**src/rtl/div_pkg.sv**
```systemverilog
// Shared definitions for the restoring divider: FSM state encoding and default operand width.
package div_pkg;

    typedef enum logic [1:0] {
        IDLE = 2'd0,
        RUN  = 2'd1,
        DONE = 2'd2
    } state_t;

    localparam int DEFAULT_WIDTH = 8;

endpackage

```
**src/rtl/trial_subtractor.sv**
```systemverilog
// Ripple subtractor a - b built from full-adder cells (inverted subtrahend, carry-in 1).
// borrow is the inverse of the final carry out.
module trial_subtractor #(
    parameter int N = 9
) (
    input  logic [N-1:0] a,
    input  logic [N-1:0] b,
    output logic [N-1:0] diff,
    output logic         borrow
);

    logic [N:0] carry;

    assign carry[0] = 1'b1;

    generate
        for (genvar gi = 0; gi < N; gi++) begin : g_fa
            logic b_inv;
            assign b_inv         = ~b[gi];
            assign diff[gi]      = a[gi] ^ b_inv ^ carry[gi];
            assign carry[gi + 1] = (a[gi] & b_inv) | (carry[gi] & (a[gi] ^ b_inv));
        end
    endgenerate

    assign borrow = ~carry[N];

endmodule

```
**src/rtl/restoring_divider.sv**
```systemverilog
// Sequential unsigned restoring divider: one quotient bit per RUN cycle, WIDTH RUN cycles,
// followed by a single DONE cycle that pulses done. Divide-by-zero short-circuits to DONE.
module restoring_divider
    import div_pkg::*;
#(
    parameter int WIDTH = DEFAULT_WIDTH
) (
    input  logic             clk,
    input  logic             rst_n,
    input  logic             start,
    input  logic [WIDTH-1:0] dividend,
    input  logic [WIDTH-1:0] divisor,
    output logic             busy,
    output logic             done,
    output logic [WIDTH-1:0] quotient,
    output logic [WIDTH-1:0] remainder,
    output logic             div_by_zero
);

    localparam int CW = $clog2(WIDTH);

    state_t           state_reg, state_next;
    logic [WIDTH-1:0] dvd_reg;        // dividend bits shift out, quotient bits shift in
    logic [WIDTH-1:0] dvs_reg;
    logic [WIDTH:0]   rem_reg;
    logic [CW-1:0]    cnt_reg;
    logic [WIDTH-1:0] quotient_reg;
    logic [WIDTH-1:0] remainder_reg;
    logic             dbz_reg;

    logic             accept;
    logic             last;
    logic [WIDTH:0]   shifted;
    logic [WIDTH:0]   diff;
    logic             borrow;
    logic             keep;
    logic [WIDTH:0]   rem_next;
    logic [WIDTH-1:0] dvd_next;

    assign shifted = {rem_reg[WIDTH-1:0], dvd_reg[WIDTH-1]};

    trial_subtractor #(
        .N(WIDTH + 1)
    ) u_trial_subtractor (
        .a     (shifted),
        .b     ({1'b0, dvs_reg}),
        .diff  (diff),
        .borrow(borrow)
    );

    // A set top bit in the partial remainder would make the shifted value exceed any divisor;
    // the restoring invariant keeps it zero, but honouring it keeps the datapath exact.
    assign keep     = ~borrow | rem_reg[WIDTH];
    assign rem_next = keep ? diff : shifted;
    assign dvd_next = {dvd_reg[WIDTH-2:0], keep};
    assign last     = (cnt_reg == '0);

    always_ff @(posedge clk or negedge rst_n) begin
        if (!rst_n) begin
            state_reg <= IDLE;
        end else begin
            state_reg <= state_next;
        end
    end

    always_comb begin
        state_next = state_reg;
        accept     = 1'b0;
        case (state_reg)
            IDLE, DONE: begin
                if (start) begin
                    accept     = 1'b1;
                    state_next = (divisor == '0) ? DONE : RUN;
                end else begin
                    state_next = IDLE;
                end
            end
            RUN: begin
                if (last) begin
                    state_next = DONE;
                end
            end
            default: state_next = IDLE;
        endcase
    end

    always_ff @(posedge clk or negedge rst_n) begin
        if (!rst_n) begin
            dvd_reg       <= '0;
            dvs_reg       <= '0;
            rem_reg       <= '0;
            cnt_reg       <= '0;
            quotient_reg  <= '0;
            remainder_reg <= '0;
            dbz_reg       <= 1'b0;
        end else if (accept) begin
            dvd_reg <= dividend;
            dvs_reg <= divisor;
            rem_reg <= '0;
            cnt_reg <= CW'(WIDTH - 1);
            if (divisor == '0) begin
                quotient_reg  <= '1;
                remainder_reg <= dividend;
                dbz_reg       <= 1'b1;
            end
        end else if (state_reg == RUN) begin
            rem_reg <= rem_next;
            dvd_reg <= dvd_next;
            if (last) begin
                quotient_reg  <= dvd_next;
                remainder_reg <= rem_next[WIDTH-1:0];
                dbz_reg       <= 1'b0;
            end else begin
                cnt_reg <= cnt_reg - CW'(1);
            end
        end
    end

    assign busy        = (state_reg == RUN);
    assign done        = (state_reg == DONE);
    assign quotient    = quotient_reg;
    assign remainder   = remainder_reg;
    assign div_by_zero = dbz_reg;

endmodule

```
**config.mk**
```make
export PLATFORM = sky130hd
export DESIGN_NAME = restoring_divider
export DESIGN_NICKNAME = d
export VERILOG_FILES = /design/src/rtl/div_pkg.sv /design/src/rtl/trial_subtractor.sv /design/src/rtl/restoring_divider.sv
export SDC_FILE = /design/constraint.sdc
export NUM_CORES = 1
export LEC_CHECK = 0
export ABC_AREA = 0
export CORE_MARGIN = 1.5
export CORE_UTILIZATION = 49
export DETAILED_ROUTE_END_ITERATION = 8
export PLACE_DENSITY = 0.76
export SYNTH_ARGS = -nofsm -noshare
export SYNTH_HDL_FRONTEND = slang
export SYNTH_SLANG_ARGS = --single-unit
```
**constraint.sdc**
```tcl
create_clock -name clk -period 3.65 [get_ports clk]
set_input_delay 0.365 -clock clk [delete_from_list [all_inputs] [get_ports clk]]
set_output_delay 0.365 -clock clk [all_outputs]
set_load 0.02 [all_outputs]
```
==> images/clocks.png <==
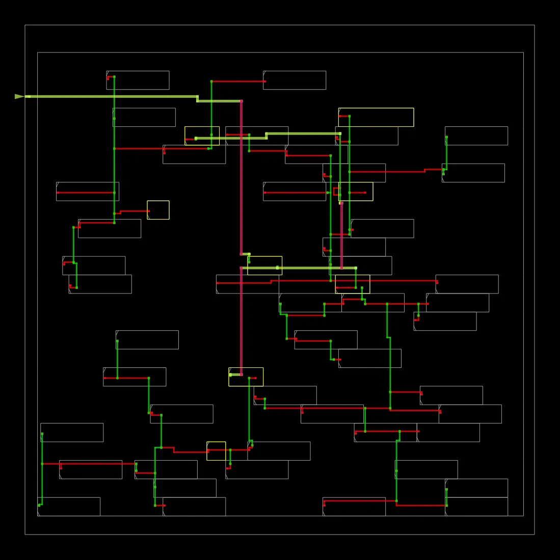
clk sink count: 47
Clk power: 403 uW
Clock Skew: 0.0157 ns
final sequential cell count: 47
CTS Buf Count: 5

==> images/io_placement.png <==
(4 px per um) Pins as bars across the die edge, other pins in gray.
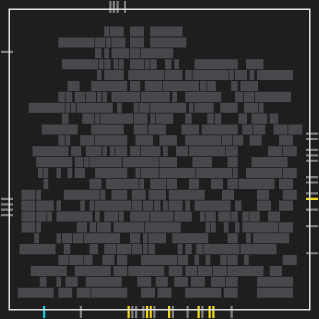
color	port	pins	direction	edge
yellow	dividend	8	input	7 bottom, 1 right
cyan	rst_n	1	input	bottom

==> run summary <==
run results: RD Place Congestion 0.802, Seq pwr share 0.280, Comb power 2.11 mW, Area growth syn-to-layout 26.3%, failing checks negative setup slack, Mux area share 0, pin count of the biggest net entering global routing 48, Die Ht 74.8 um, RSZ-0062 raised after global routing true, Die W 74.8 um, status finished with violations, Final WS setup -0.0647 ns, worst setup path category register to register, Leading cell kind combinational gates, Top cells excl fill/tap 47 x dfrtp_1, 36 x clkdlybuf4s50_1, 28 x nand2_1, Mapped Avg Cell Area 10.5 um2, clock buffer depth 2, setup bufs post-CTS 3, Root Buffer clkbuf_8, critical path capture point remainder[4]$_DFFE_PN0P_, post-synth top area cell dfrtp_1, Core Util, Final 0.657, Worst Setup Start Kind register, yosys stat cell total 240, Synth top cell by count dfrtp_1, LEAKAGE 1.34 nW, endpoints failing setup 4, GRT Max-Usage Layer met2
==> images/placement_by_type.png <==
(4 px per um) Fill, decap, tap and diode cells in gray.
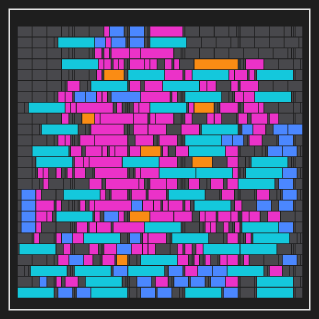
color	class	cells
magenta	combinational and other logic	176
cyan	sequential cells	47
blue	remaining buffers and delay cells	47
orange	clock drivers and dummy loads	8

[metrics by stage]
step / TNS [ns] / total power [mW] / cells / area [um2] / hold WS (ns)
after detailed placement: -3.60 / 2.62 / 333 / 2890 / 0.475
after global routing: -1.60 / 3.72 / 345 / 3190 / 0.336
after CTS: 0 / 3.29 / 345 / 3130 / 0.284
final: -0.211 / 3.49 / 345 / 3190 / 0.235
after global placement: -2.13 / 2.58 / 333 / 2890 / 0.471
after floorplan: 0 / 2.12 / 240 / 2520 / 0.0694
[logic make-up (layout without fill, tap and decap cells)]
group           count (synthesis)  after routing
flops                          47             47
fa+ha+maj                      11             11
buf+inv                        41             78
simple gates                   73             74
compound gates                 68             68
Power is estimated from default activity; no workload was simulated.
